run_1/pdn.png
The bar under the picture is 50 µm long. Pins as bars on the die edge. Tap cells in gray.
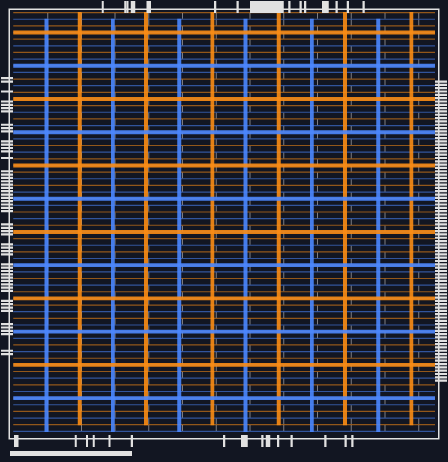
run_1/cell_classes.png
The bar under the picture is 50 µm long.
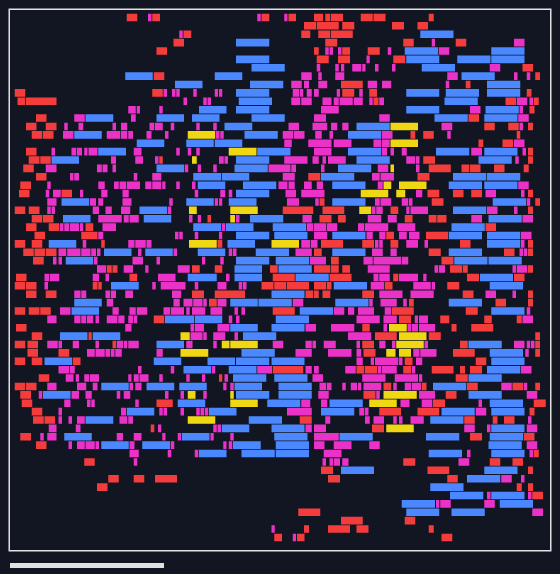
run_1/clock_map.png
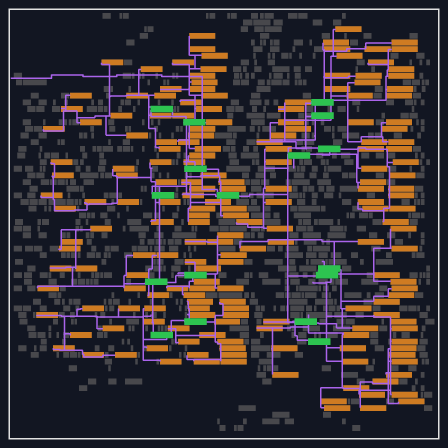
run_1/metal_stack.png
The bar under the picture is 50 µm long. Only two layers are drawn.
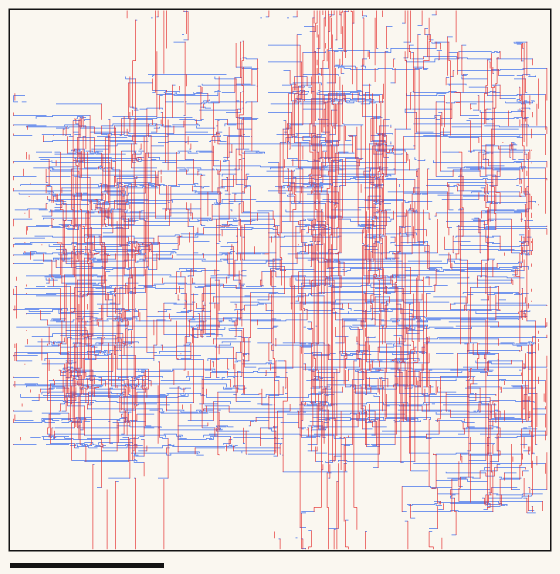
File: src/rtl/fetch_unit.sv
// Instruction fetch stage: owns the PC, issues sequential word reads to memory
// port 0, buffers returned words and hands them to decode over valid/ready.
module fetch_unit #(
  parameter logic [31:0] RESET_PC = 32'h0000_0000,
  parameter int unsigned DEPTH    = 2
) (
  input  logic        clk,
  input  logic        rst_n,
  output logic [31:0] mem_rd_addr,
  output logic        mem_rd_en,
  input  logic [31:0] mem_rd_data,
  input  logic        redirect_valid,
  input  logic [31:0] redirect_pc,
  output logic        out_valid,
  input  logic        out_ready,
  output logic [31:0] out_instr,
  output logic [31:0] out_pc,
  output logic [31:0] out_pc_plus4
);

  localparam int unsigned PW = $clog2(DEPTH);
  localparam int unsigned CW = $clog2(DEPTH + 1);

  logic [31:0]   fetch_pc;
  logic [31:0]   inflight_pc;
  logic          inflight;
  logic          drop;
  logic [CW-1:0] count;
  logic [PW-1:0] rd_ptr;
  logic [PW-1:0] wr_ptr;
  logic [31:0]   ent_instr [DEPTH];
  logic [31:0]   ent_pc    [DEPTH];

  logic          deq;
  logic          push;
  logic          issue;
  logic [CW:0]   occ;

  function automatic logic [PW-1:0] bump(input logic [PW-1:0] p);
    return (p == PW'(DEPTH - 1)) ? '0 : p + PW'(1);
  endfunction

  // Credit check counts the word already in flight so the buffer never overflows.
  always_comb begin
    out_valid    = (count != '0);
    deq          = out_valid && out_ready;
    occ          = {1'b0, count} + (CW+1)'(inflight) - (CW+1)'(deq);
    issue        = rst_n && !redirect_valid && (occ < (CW+1)'(DEPTH));
    push         = inflight && !drop && !redirect_valid;
    mem_rd_en    = issue;
    mem_rd_addr  = fetch_pc;
    out_instr    = out_valid ? ent_instr[rd_ptr] : '0;
    out_pc       = out_valid ? ent_pc[rd_ptr]    : '0;
    out_pc_plus4 = out_valid ? ent_pc[rd_ptr] + 32'd4 : '0;
  end

  always_ff @(posedge clk or negedge rst_n) begin
    if (!rst_n) begin
      fetch_pc    <= RESET_PC;
      inflight_pc <= '0;
      inflight    <= 1'b0;
      drop        <= 1'b0;
      count       <= '0;
      rd_ptr      <= '0;
      wr_ptr      <= '0;
    end else begin
      inflight <= issue;
      if (issue) begin
        inflight_pc <= fetch_pc;
        fetch_pc    <= fetch_pc + 32'd4;
      end
      if (redirect_valid) begin
        fetch_pc <= redirect_pc & 32'hFFFF_FFFC;
        drop     <= inflight;
        count    <= '0;
        rd_ptr   <= '0;
        wr_ptr   <= '0;
      end else begin
        drop  <= 1'b0;
        count <= count + CW'(push) - CW'(deq);
        if (push) wr_ptr <= bump(wr_ptr);
        if (deq)  rd_ptr <= bump(rd_ptr);
      end
    end
  end

  always_ff @(posedge clk) begin
    if (push) begin
      ent_instr[wr_ptr] <= mem_rd_data;
      ent_pc[wr_ptr]    <= inflight_pc;
    end
  end

  a_no_overflow: assert property (@(posedge clk) disable iff (!rst_n) count <= CW'(DEPTH));

endmodule
File: config.mk
export PLATFORM = sky130hd
export DESIGN_NAME = fetch_unit
export DESIGN_NICKNAME = d
export VERILOG_FILES = /design/src/rtl/fetch_unit.sv
export SDC_FILE = /design/constraint.sdc
export NUM_CORES = 1
export LEC_CHECK = 0
export CELL_PAD_IN_SITES_DETAIL_PLACEMENT = 0
export CELL_PAD_IN_SITES_GLOBAL_PLACEMENT = 2
export CORE_UTILIZATION = 30
export CTS_CLUSTER_DIAMETER = 30
export DETAILED_ROUTE_END_ITERATION = 16
export GPL_TIMING_DRIVEN = 0
export PLACE_DENSITY = 0.76
export SETUP_SLACK_MARGIN = 0.4
export SYNTH_ARGS = -nofsm -noshare
export SYNTH_HDL_FRONTEND = slang
export SYNTH_SLANG_ARGS = --single-unit
export TNS_END_PERCENT = 20
File: constraint.sdc
create_clock -name clk -period 3.38 [get_ports clk]
set_input_delay 0.338 -clock clk [delete_from_list [all_inputs] [get_ports clk]]
set_output_delay 0.338 -clock clk [all_outputs]
set_load 0.1 [all_outputs]
==> flow_summary.html, run 1 <==
<h2>Implementation results</h2>
<table>
<tr><th>Metric</th><th>Value</th></tr>
<tr><th colspan="2">Outcome</th></tr>
<tr><td>Result of the run</td><td>complete, no violations</td></tr>
<tr><th colspan="2">Floorplan</th></tr>
<tr><td>Core Util at FP</td><td>30.4%</td></tr>
<tr><td>Die area</td><td>30700 µm²</td></tr>
<tr><td>Horizontal die dimension</td><td>175 µm</td></tr>
<tr><td>Number of rows created at floorplan</td><td>63</td></tr>
<tr><th colspan="2">Routing</th></tr>
<tr><td>Via count</td><td>about 7000</td></tr>
<tr><td>Metal2 WL</td><td>12.2 mm</td></tr>
<tr><td>Final Routed Wirelength</td><td>26.8 mm</td></tr>
<tr><td>Wire per inst</td><td>18.6 µm</td></tr>
<tr><td>Detail Route met3 WL</td><td>between 1 and 1.5 mm</td></tr>
<tr><td>Starting DRT DRC Count</td><td>approximately 380</td></tr>
<tr><td>Met1 WL</td><td>12.8 mm</td></tr>
<tr><td>DRC</td><td>0</td></tr>
<tr><td>Total iterations of the first detailed-routing run</td><td>5</td></tr>
<tr><th colspan="2">Setup path</th></tr>
<tr><td>Count of cells along the worst register-to-register path</td><td>11</td></tr>
<tr><td>Delay-heaviest family, CP</td><td>buffers and inverters</td></tr>
<tr><td>Endpoint arrival time on the critical path</td><td>3.03 ns</td></tr>
<tr><td>Crit path buffers/inverters</td><td>6</td></tr>
<tr><td>Class of the most critical setup path</td><td>flip-flop to output port</td></tr>
<tr><td>Critical R2R Launch</td><td>count[0]</td></tr>
<tr><td>Element type at the critical path end</td><td>output port</td></tr>
<tr><td>Most frequent cell on the critical path</td><td>buf_12</td></tr>
<tr><td>Endpoint of the most critical register-to-register path</td><td>inflight_pc[16]</td></tr>
<tr><td>Register-to-Register Setup Slack</td><td>0.60 ns</td></tr>
<tr><td>Worst setup path end</td><td>out_pc_plus4[30]</td></tr>
<tr><th colspan="2">Yosys</th></tr>
<tr><td>XOR-XNOR Cells, Area Fraction</td><td>around 1.9%</td></tr>
<tr><td>AND-OR/OR-AND share of the synthesized area</td><td>7.69%</td></tr>
<tr><td>Cell Area, Synth</td><td>8990 µm²</td></tr>
<tr><td>Unique cell types</td><td>64</td></tr>
<tr><td>Ys async rst share</td><td>34.7%</td></tr>
<tr><td>Flop and latch count out of synthesis</td><td>190</td></tr>
<tr><td>YS warnings</td><td>0</td></tr>
<tr><td>Area fraction in and, or, nand and nor cells</td><td>19.3%</td></tr>
<tr><td>Chip area from the yosys synthesis statistics</td><td>between 8000 and 9000 µm²</td></tr>
<tr><td>Flip-flops with a built-in enable</td><td>about 120</td></tr>
<tr><td>Flip-flop cell with the highest count after synthesis</td><td>edfxtp_1</td></tr>
<tr><td>Synthesized area per cell</td><td>about 12 µm²</td></tr>
<tr><td>Yosys adder share</td><td>less than 1%</td></tr>
<tr><th colspan="2">Power and ir drop</th></tr>
<tr><td>Switching power as a share of total power</td><td>51.9%</td></tr>
<tr><td>Sequential fraction of design power</td><td>28.1%</td></tr>
<tr><td>Leakage power total</td><td>4.95 nW</td></tr>
<tr><td>Switching power total</td><td>6.23 mW</td></tr>
<tr><td>Power per Cell Area</td><td>924 nW/µm²</td></tr>
<tr><td>Total Power</td><td>around 12 mW</td></tr>
<tr><td>Top pwr grp</td><td>combinational logic</td></tr>
<tr><th colspan="2">Final layout</th></tr>
<tr><td>Layout Nets</td><td>1106</td></tr>
<tr><td>Fill cell total of the finished layout</td><td>2802</td></tr>
<tr><td>Final core utilization</td><td>44.0%</td></tr>
<tr><td>Area added between synthesis and finish</td><td>44.7%</td></tr>
<tr><td>Fraction of final layout cells sized beyond drive strength 1</td><td>27.4%</td></tr>
<tr><td>N_diodes</td><td>0</td></tr>
<tr><th colspan="2">Clocking</th></tr>
<tr><td>Clock-pin slew reported for the worst setup and hold paths after clock tree synthesis</td><td>around 0.070 ns</td></tr>
<tr><td>Clock Tree Root</td><td>clkbuf_16</td></tr>
<tr><td>Clk sinks</td><td>190</td></tr>
<tr><td>Count of instances resized after the clock tree is built</td><td>499</td></tr>
<tr><th colspan="2">Final timing</th></tr>
<tr><td>Maximum clock frequency</td><td>297 MHz</td></tr>
<tr><td>Final Worst Setup Slack</td><td>about 0.01 ns</td></tr>
<tr><td>Worst hold-check slack</td><td>0.446 ns</td></tr>
<tr><td>RSZ-0062 raised after global routing</td><td>yes</td></tr>
<tr><td>Final hold violations</td><td>0</td></tr>
<tr><td>Final Cycle Share</td><td>99.7%</td></tr>
<tr><td>Clock skew after layout</td><td>~0.012 ns</td></tr>
<tr><td>Pins Over Slew Limit</td><td>0</td></tr>
<tr><th colspan="2">Global routing</th></tr>
<tr><td>Congestion Overflow GR</td><td>0</td></tr>
<tr><td>Highest-utilization routing layer at the global route stage</td><td>met2</td></tr>
<tr><td>Global-route met2 utilization</td><td>27.6%</td></tr>
<tr><td>Wire length of the first global-routing pass</td><td>40.9 mm</td></tr>
<tr><td>Maximum number of pins on one net before global-route repair</td><td>69</td></tr>
<tr><td>Number of antenna violations at the first check in global routing</td><td>0</td></tr>
<tr><td>Met3 usage in global routing</td><td>3.13%</td></tr>
<tr><th colspan="2">Place</th></tr>
<tr><td>Total of buffers placed on input and output ports</td><td>approximately 190</td></tr>
<tr><td>Final GP Congestion</td><td>0.802</td></tr>
<tr><td>Half-perimeter wire length after placement</td><td>19.1 mm</td></tr>
<tr><th colspan="2">Job</th></tr>
<tr><td>Log Warnings</td><td>31</td></tr>
</table>
-- pdn.png (at the start) --
Blue shows VSS. Orange shows VDD.
390 tap cells. 12 straps on met4. 12 straps on met5. 64 met1 rails follow the rows.

-- cell_classes.png (at the start) --
Magenta shows all other logic, cells 551, share of their area 31%. Red shows other buffers and delay cells, cells 273, share of their area 22%. Yellow shows clock drivers and dummy loads, cells 32, share of their area 4.5%. Blue shows flops, cells 190, share of their area 43%.

-- clock_map.png (at the start) --
Purple shows clock wires, length 2490 µm. Orange shows flip-flops, count 190. Green shows cells driving clock nets, count 17.
There are 18 routed clock nets.

-- metal_stack.png (at the start) --
Red shows met2, wire length 12200 µm. Blue shows met1, wire length 12800 µm.

-- run 1: flip-flops by register name (all words and copies together) (netlist names) --
register     cells
inflight         1
inflight_pc     30
drop             1
ent_pc          60
ent_instr       64
mem_rd_addr     30
count            2
rd_ptr           1
wr_ptr           1
-- run 1: synthesized netlist by cell type, drive strengths merged (5+ instances only) --
library cell | n | area share (%)
o21ai | 20 | 1.1
and3 | 6 | 0.42
nor2 | 91 | 3.8
nand4 | 23 | 1.9
nand3 | 30 | 1.8
mux2i | 57 | 6.4
xnor2 | 15 | 1.5
nor2b | 8 | 0.56
o31ai | 6 | 0.50
nand4b | 6 | 0.58
nand2 | 144 | 6.0
buf | 25 | 2.0
a22oi | 8 | 1.1
inv | 9 | 0.38
o211ai | 9 | 0.75
a221o | 7 | 0.78
nor4 | 9 | 1.1
dfrtp | 66 | 18
mux2 | 9 | 1.1
a21oi | 10 | 0.60
edfxtp | 124 | 41
nand3b | 7 | 0.86
clkbuf | 16 | 0.67
o311ai | 12 | 1.2
and2 | 14 | 0.97
nor3 | 7 | 0.39
or3 | 5 | 0.40
-- run 1: through the flow --
stage / TNS [ns] / cell area (µm²)
2_1_floorplan: -0.581 / 9170
3_5_place_dp: -21.67 / 11700
6_report: 0 / 13000
3_3_place_gp: -349.87 / 11500
4_1_cts: -0.0983 / 12700
5_1_grt: -0.0956 / 13000
-- run 1: layout make-up --
cell class	count	area [µm²]	share of cell area [%]
timing repair buffer	232	2400	18.4
multi-input combinational	541	3820	29.3
sequential	190	5380	41.3
tap	390	488	3.75
clock buffer	19	433	3.33
clock inverter	13	135	1.04
buffer	41	309	2.38
inverter	10	47.5	0.366
run_1/final_placement.png
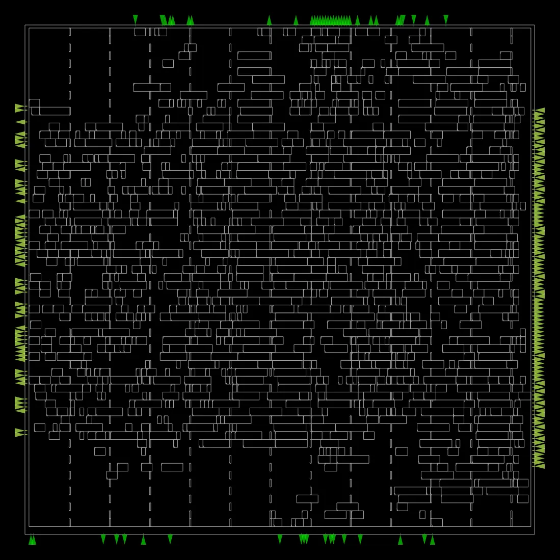

==> run 2, diff against run 1 <==
--- a/config.mk
+++ b/config.mk
@@ -5,9 +5,8 @@
 export SDC_FILE = /design/constraint.sdc
 export NUM_CORES = 1
 export LEC_CHECK = 0
-export CELL_PAD_IN_SITES_DETAIL_PLACEMENT = 0
-export CELL_PAD_IN_SITES_GLOBAL_PLACEMENT = 2
-export CORE_UTILIZATION = 30
+export CAP_MARGIN = 20
+export CORE_UTILIZATION = 46
 export CTS_CLUSTER_DIAMETER = 30
 export DETAILED_ROUTE_END_ITERATION = 16
 export GPL_TIMING_DRIVEN = 0
run_2/final_placement.png
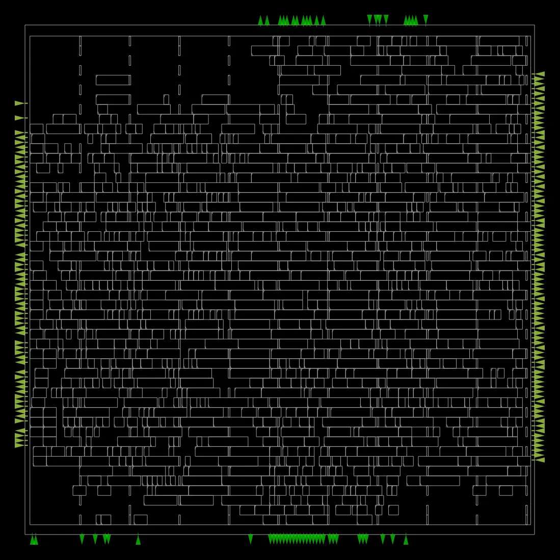
final core utilization: 68.7%
Taps Inserted: 260
Post-Layout Cell Count: 1341

==> run 2 against run 1 <==
Compared with the run above:
- the flow now finishes with violations (setup timing)
- clock power is 5% lower
- sequential power about the same
- cell count shrank 6.6%
- critical path depth unchanged
- die size fell by 34%
- design area barely moved
- sequential share of layout area about the same
- area after synthesis stayed put
- worst hold slack worse by 0.44 ns
- largest cell class unchanged
- highest routed layer unchanged
==> flow_summary.html, run 2 <==
<h2>Implementation results</h2>
<table>
<tr><th>Metric</th><th>Value</th></tr>
<tr><th colspan="2">Outcome</th></tr>
<tr><td>Result of the run</td><td>finished, violations left</td></tr>
<tr><td>Violated checks</td><td>setup timing</td></tr>
<tr><th colspan="2">Final timing</th></tr>
<tr><td>Final Setup Violations</td><td>2</td></tr>
<tr><td>Clock skew after layout</td><td>0.0111 ns (-0.00121 ns)</td></tr>
<tr><td>RSZ-0062 raised after global routing</td><td>yes</td></tr>
<tr><td>TNS Setup</td><td>-0.0317 ns (-0.0317 ns)</td></tr>
<tr><td>Worst hold-check slack</td><td>0.00280 ns (-0.443 ns)</td></tr>
<tr><td>Maximum clock frequency</td><td>293 MHz (-1.1%)</td></tr>
<tr><td>Pins Over Slew Limit</td><td>0 (unchanged)</td></tr>
<tr><td>Final Cycle Share</td><td>101% (+1.1 points)</td></tr>
<tr><td>Final Worst Setup Slack</td><td>-0.0284 ns (-0.0384 ns)</td></tr>
<tr><td>Final hold violations</td><td>0 (unchanged)</td></tr>
<tr><th colspan="2">Place</th></tr>
<tr><td>Placed Instance Area</td><td>11400 µm² (-1.9%)</td></tr>
<tr><td>Half-perimeter wire length after placement</td><td>17.2 mm (-9.9%)</td></tr>
<tr><td>Total of buffers placed on input and output ports</td><td>189 (unchanged)</td></tr>
<tr><th colspan="2">Setup path</th></tr>
<tr><td>Count of cells along the worst register-to-register path</td><td>12 (+1)</td></tr>
<tr><td>Delay-heaviest family, CP</td><td>buffers and inverters</td></tr>
<tr><td>Most frequent cell on the critical path</td><td>buf_6</td></tr>
<tr><td>Crit path buffers/inverters</td><td>8 (+2)</td></tr>
<tr><td>Critical R2R Launch</td><td>count[0]</td></tr>
<tr><td>Endpoint arrival time on the critical path</td><td>3.07 ns (+0.04 ns)</td></tr>
<tr><td>Class of the most critical setup path</td><td>flip-flop to output port</td></tr>
<tr><td>Element type at the critical path end</td><td>output port</td></tr>
<tr><th colspan="2">Final layout</th></tr>
<tr><td>Area added between synthesis and finish</td><td>44.7% (about the same)</td></tr>
<tr><td>Fraction of final layout cells sized beyond drive strength 1</td><td>29.8% (+2.3 points)</td></tr>
<tr><td>Post-route cell area</td><td>13000 µm² (about the same)</td></tr>
<tr><td>N_diodes</td><td>0 (unchanged)</td></tr>
<tr><td>Biggest register</td><td>ent_instr</td></tr>
<tr><td>Max FFs per register</td><td>64 (unchanged)</td></tr>
<tr><th colspan="2">Global routing</th></tr>
<tr><td>Maximum number of pins on one net before global-route repair</td><td>69 (unchanged)</td></tr>
<tr><td>Global-route met2 utilization</td><td>43.9% (+16 points)</td></tr>
<tr><td>Congestion Overflow GR</td><td>0 (unchanged)</td></tr>
<tr><td>Wire length of the first global-routing pass</td><td>38.7 mm (-5.4%)</td></tr>
<tr><td>Met3 usage in global routing</td><td>5.64% (+2.5 points)</td></tr>
<tr><th colspan="2">Yosys</th></tr>
<tr><td>Synthesized area per cell</td><td>11.6 µm² (unchanged)</td></tr>
<tr><td>Synth Instances</td><td>777</td></tr>
<tr><td>Cell Area, Synth</td><td>8990 µm² (unchanged)</td></tr>
<tr><td>Flip-flop cell with the highest count after synthesis</td><td>edfxtp_1</td></tr>
<tr><td>Area leader share</td><td>41.4% (unchanged)</td></tr>
<tr><td>Cell type contributing the most total cell area after synthesis</td><td>edfxtp_1</td></tr>
<tr><td>Unique cell types</td><td>64 (unchanged)</td></tr>
<tr><td>Synth top cells by count</td><td>144 x nand2_1, 124 x edfxtp_1, 91 x nor2_1</td></tr>
<tr><td>Yosys top cell by instances</td><td>nand2_1</td></tr>
<tr><td>Flip-flops with a built-in enable</td><td>124 (unchanged)</td></tr>
<tr><td>Area contributors post-synth</td><td>edfxtp_1 41%, dfrtp_1 18%, mux2i_1 6.2%</td></tr>
<tr><th colspan="2">Routing</th></tr>
<tr><td>DRC</td><td>0 (unchanged)</td></tr>
<tr><td>Via count</td><td>7392 (+6.3%)</td></tr>
<tr><td>Final Routed Wirelength</td><td>26.6 mm (-0.55%)</td></tr>
<tr><th colspan="2">Power and ir drop</th></tr>
<tr><td>Power per Cell Area</td><td>931 nW/µm² (+0.76%)</td></tr>
<tr><td>Leakage power total</td><td>5.09 nW (+3.0%)</td></tr>
<tr><td>Total Power</td><td>12.1 mW (+0.82%)</td></tr>
<tr><th colspan="2">Floorplan</th></tr>
<tr><td>Horizontal die dimension</td><td>142 µm (-19%)</td></tr>
<tr><td>Die area</td><td>20100 µm² (-34%)</td></tr>
<tr><td>Core Util at FP</td><td>47.4% (+17 points)</td></tr>
<tr><td>Number of rows created at floorplan</td><td>50 (-21%)</td></tr>
<tr><th colspan="2">Clocking</th></tr>
<tr><td>Clk sinks</td><td>190 (unchanged)</td></tr>
<tr><td>Clock Tree Root</td><td>clkbuf_16</td></tr>
<tr><th colspan="2">Job</th></tr>
<tr><td>Log Warnings</td><td>31 (unchanged)</td></tr>
</table>
run_2/cell_classes.png
The bar under the picture is 50 µm long.
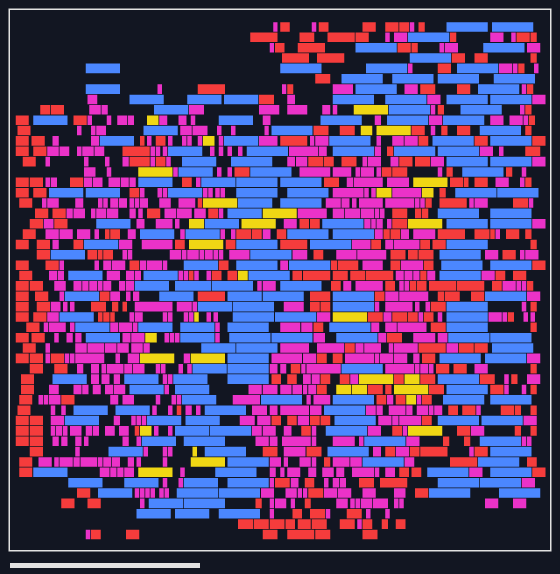
Blue shows flops, cells 190, share of their area 42%. Yellow shows clock drivers and dummy loads, cells 32, share of their area 4.4%. Red shows other buffers and delay cells, cells 308, share of their area 23%. Magenta shows all other logic, cells 551, share of their area 31%.

[run 2: netlist changes by cell type in the layout (fill, tap and decap cells not counted), moves of 3 or more]
cell / change
buf_16: -4
xnor2_1: +3
buf_4: +37
clkbuf_4: +5
dlygate4sd2_1: -4
xnor2_2: -3
nand3_1: -3
inv_8: +3
[run 2: cells by family (layout without fill, tap and decap cells)]
kind of cell | after synthesis | after routing | synth area share, %
xor gates and xnor gates | 19 | 19 | 1.85
AOI/OAI and AO/OA | 89 | 89 | 7.69
DFF | 190 | 190 | 59.8
adders and majority gates | 5 | 5 | 0.779
and+or+nand+nor | 356 | 356 | 19.3
other | 1 | 6 | 0.0417
buffers and inverters | 51 | 350 | 3.07
muxes | 66 | 66 | 7.51
[run 2: power by group]
group	internal [mW]	switching (mW)	total [mW]
Sequential	3.01	0.378	3.39
Combinational	1.82	5.00	6.82
Clock	0.970	0.933	1.90
[run 2: what timing repair did]
action,CTS,global route
setup buffers,32,43
pin swaps,21,32
setup endpoints to repair,155,94
gates cloned,1,0
gates resized,438,160
[run 2: worst paths after layout]
path | endpoint
hold reg to reg | ent_pc[1][5]
min in group clk | ent_pc[1][5]
hold / removal | mem_rd_addr[21]
setup / recovery | out_pc_plus4[30]
setup reg to reg | mem_rd_addr[9]
max in group asynchronous | count[1]
[run 2: layer usage]
metal	wire length [µm]	up-vias	share of wire (%)
li1	-	3403	-
met1	11000	3607	41
met2	12900	331	49
met3	1950	51	7.3
met4	762	0	2.9
met5	0	-	0
[run 2: area by class of cell]
class	count	area, µm²	area share [%]
inverter	10	42.5	0.327
clock inverter	15	131	1.01
clock buffer	17	425	3.27
buffer	41	305	2.35
tap	260	325	2.50
multi-input combinational	541	3860	29.6
sequential	190	5380	41.3
timing repair buffer	267	2550	19.6
run_2/pdn.png
The bar under the picture is 50 µm long. Pins as bars on the die edge. Tap cells in gray.
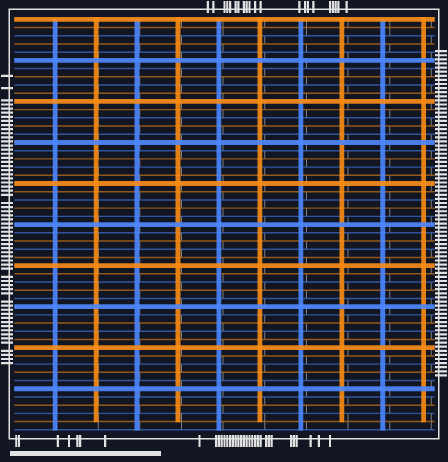

==> run 3, diff against run 2 <==
--- a/config.mk
+++ b/config.mk
@@ -6,11 +6,14 @@
 export NUM_CORES = 1
 export LEC_CHECK = 0
 export CAP_MARGIN = 20
-export CORE_UTILIZATION = 46
+export CELL_PAD_IN_SITES_DETAIL_PLACEMENT = 0
+export CELL_PAD_IN_SITES_GLOBAL_PLACEMENT = 1
+export CORE_MARGIN = 10
+export CORE_UTILIZATION = 36
 export CTS_CLUSTER_DIAMETER = 30
 export DETAILED_ROUTE_END_ITERATION = 16
 export GPL_TIMING_DRIVEN = 0
-export PLACE_DENSITY = 0.76
+export PLACE_DENSITY = 0.75
 export SETUP_SLACK_MARGIN = 0.4
 export SYNTH_ARGS = -nofsm -noshare
 export SYNTH_HDL_FRONTEND = slang
run_3/pdn.png
The bar under the picture is 50 µm long. Pins as bars on the die edge. Tap cells in gray.
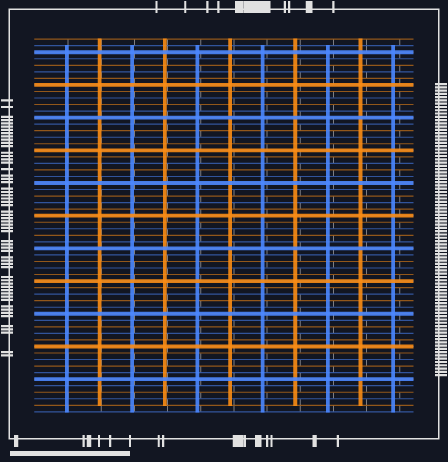
Blue shows VSS. Orange shows VDD.
324 tap cells. The core has 57 rows. 198 signal pins sit on the boundary.

run_3/metal_stack.png
The bar under the picture is 50 µm long. Only two layers are drawn.
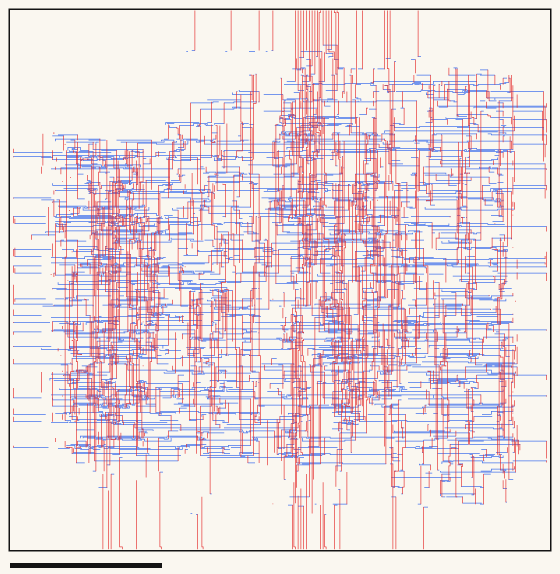
Blue shows met1, wire length 12200 µm. Red shows met2, wire length 12400 µm.

==> run 3 against run 2 <==
Compared with the run above:
- highest routed layer unchanged
- critical endpoint unchanged
- critical path type unchanged
- clock skew rose by 0.0027 ns
- sequential share of layout area decreased by 0.26 points
- largest cell class unchanged
- the run still ends with setup timing left
- combinational power decreased by 0.7%
==> flow_summary.html, run 3 <==
<h2>Implementation results</h2>
<table>
<tr><th>Metric</th><th>Value</th></tr>
<tr><th colspan="2">Yosys</th></tr>
<tr><td>XOR-XNOR Cells, Area Fraction</td><td>1.85% (unchanged)</td></tr>
<tr><td>AND-OR/OR-AND share of the synthesized area</td><td>7.69% (unchanged)</td></tr>
<tr><td>Flip-flops with a built-in enable</td><td>124 (unchanged)</td></tr>
<tr><td>Synth top cells by count</td><td>144 x nand2_1, 124 x edfxtp_1, 91 x nor2_1</td></tr>
<tr><td>Flip-flop cell with the highest count after synthesis</td><td>edfxtp_1</td></tr>
<tr><td>Multiplexer area fraction after synthesis</td><td>7.51% (unchanged)</td></tr>
<tr><td>Area leader share</td><td>41.4% (unchanged)</td></tr>
<tr><td>Yosys top cell by instances</td><td>nand2_1</td></tr>
<tr><td>Synth Instances</td><td>777 (unchanged)</td></tr>
<tr><td>Main kind of combinational logic by area</td><td>simple AND/OR/NAND/NOR gates</td></tr>
<tr><td>Area contributors post-synth</td><td>edfxtp_1 41%, dfrtp_1 18%, mux2i_1 6.2%</td></tr>
<tr><td>Cell Area, Synth</td><td>8990 µm² (unchanged)</td></tr>
<tr><td>Yosys adder share</td><td>0.779% (unchanged)</td></tr>
<tr><td>Cell type contributing the most total cell area after synthesis</td><td>edfxtp_1</td></tr>
<tr><th colspan="2">Global routing</th></tr>
<tr><td>Maximum number of pins on one net before global-route repair</td><td>69 (unchanged)</td></tr>
<tr><th colspan="2">Routing</th></tr>
<tr><td>Final Routed Wirelength</td><td>27.2 mm (+2.2%)</td></tr>
<tr><td>Highest metal layer with signal wires</td><td>met4</td></tr>
<tr><td>Detail Route met3 WL</td><td>2.38 mm (+22%)</td></tr>
<tr><td>DRC</td><td>0 (unchanged)</td></tr>
<tr><td>Metal2 WL</td><td>12.4 mm (-4.1%)</td></tr>
<tr><th colspan="2">Final layout</th></tr>
<tr><td>Largest registers in the final layout</td><td>ent_instr: 64 flops, ent_pc: 60 flops</td></tr>
<tr><td>Area added between synthesis and finish</td><td>45.7%</td></tr>
<tr><td>N_diodes</td><td>0 (unchanged)</td></tr>
<tr><td>Fraction of final layout cells sized beyond drive strength 1</td><td>28.2% (-1.6 points)</td></tr>
<tr><td>Post-Layout Cell Count</td><td>1382 (+3.1%)</td></tr>
<tr><td>Biggest register</td><td>ent_instr</td></tr>
<tr><td>Post-route cell area</td><td>13100 µm² (+0.64%)</td></tr>
<tr><th colspan="2">Clocking</th></tr>
<tr><td>Clk sinks</td><td>190 (unchanged)</td></tr>
<tr><td>Clock Tree Root</td><td>clkbuf_16</td></tr>
<tr><th colspan="2">Job</th></tr>
<tr><td>Log Warnings</td><td>31 (unchanged)</td></tr>
<tr><th colspan="2">Place</th></tr>
<tr><td>Half-perimeter wire length after placement</td><td>19.7 mm (+15%)</td></tr>
<tr><td>Total of buffers placed on input and output ports</td><td>189 (unchanged)</td></tr>
<tr><th colspan="2">Final timing</th></tr>
<tr><td>Final Setup Violations</td><td>1 (-1)</td></tr>
<tr><td>RSZ-0062 raised after global routing</td><td>yes</td></tr>
<tr><td>Clock skew after layout</td><td>0.0139 ns (+0.00273 ns)</td></tr>
<tr><td>Final Worst Setup Slack</td><td>-0.0368 ns (-0.00845 ns)</td></tr>
<tr><td>Final Cycle Share</td><td>101% (+0.25 points)</td></tr>
<tr><td>Maximum clock frequency</td><td>293 MHz (-0.25%)</td></tr>
<tr><td>Worst hold-check slack</td><td>0.0241 ns (+0.0213 ns)</td></tr>
<tr><td>TNS Setup</td><td>-0.0368 ns (-0.00507 ns)</td></tr>
<tr><th colspan="2">Outcome</th></tr>
<tr><td>Result of the run</td><td>finished, violations left</td></tr>
<tr><td>Violated checks</td><td>setup timing</td></tr>
<tr><th colspan="2">Floorplan</th></tr>
<tr><td>Core Util at FP</td><td>36.8% (-11 points)</td></tr>
<tr><td>Die area</td><td>31700 µm² (+58%)</td></tr>
<tr><td>Number of rows created at floorplan</td><td>57 (+14%)</td></tr>
<tr><td>Horizontal die dimension</td><td>178 µm (+26%)</td></tr>
<tr><th colspan="2">Setup path</th></tr>
<tr><td>Element type at the critical path end</td><td>output port</td></tr>
<tr><td>Critical R2R Launch</td><td>count[0]</td></tr>
<tr><td>Class of the most critical setup path</td><td>flip-flop to output port</td></tr>
<tr><td>Endpoint arrival time on the critical path</td><td>3.08 ns (about the same)</td></tr>
<tr><td>Count of cells along the worst register-to-register path</td><td>12 (unchanged)</td></tr>
<tr><th colspan="2">Power and ir drop</th></tr>
<tr><td>Total Power</td><td>12.1 mW (-0.47%)</td></tr>
</table>
## run 3: critical path: stages, from the launching register on
cell and delay [ns]:
dfrtp_1 0.40, buf_6 0.13, buf_8 0.11, buf_12 0.12
buf_12 0.12, mux2_4 0.22, ha_4 0.16, nand4_1 0.13
a22oi_1 0.23, nand4_1 0.14, buf_6 0.16, nor4_4 0.22
mux2_4 0.34, buf_12 0.17
## run 3: cell type report
class	count	area, µm²
flip-flops and latches	190	5380
repair buffers	244	2530
well taps	324	405
inverters	10	42.5
plain buffers	41	302
fillers	2076	11400
clock buffers	20	437
clock inverters	12	116
multi-input cells	541	3890
## run 3: what timing repair did
action | in CTS | in global routing
setup endpoints to repair | 155 | 106
pin swaps | 18 | 34
gates resized | 405 | 140
endpoints found under the hold margin | 0 | 0
setup buffers | 29 | 22
cloned | 2 | 0
## run 3: worst max-delay path by stage
stage | depth (start not counted) | slack (ns) | endpoint | from
6_report | 13 | -0.04 | out_pc_plus4[30] | rd_ptr
5_1_grt | 13 | -0.12 | out_pc_plus4[30] | rd_ptr
4_1_cts | 13 | -0.006 | out_pc_plus4[30] | rd_ptr
3_5_place_dp | 11 | -1.47 | mem_rd_en | count[1]
3_3_place_gp | 7 | -3.00 | mem_rd_en | rst_n
2_1_floorplan | 11 | -0.23 | out_pc_plus4[24] | rd_ptr
## run 3: where the power goes
part / internal [mW] / switching (mW) / total (mW)
logic: 1.83 / 4.95 / 6.77
registers: 3.01 / 0.373 / 3.39
clock network: 1.02 / 0.878 / 1.90
## run 3: routing by layer
layer	GRT usage [%]	vias to the layer above
met1	22.3	3404
met3	4.59	20
li1	-	3364
met2	25.7	271
met4	4.27	0
met5	0	-
Power is estimated from default activity; no workload was simulated.
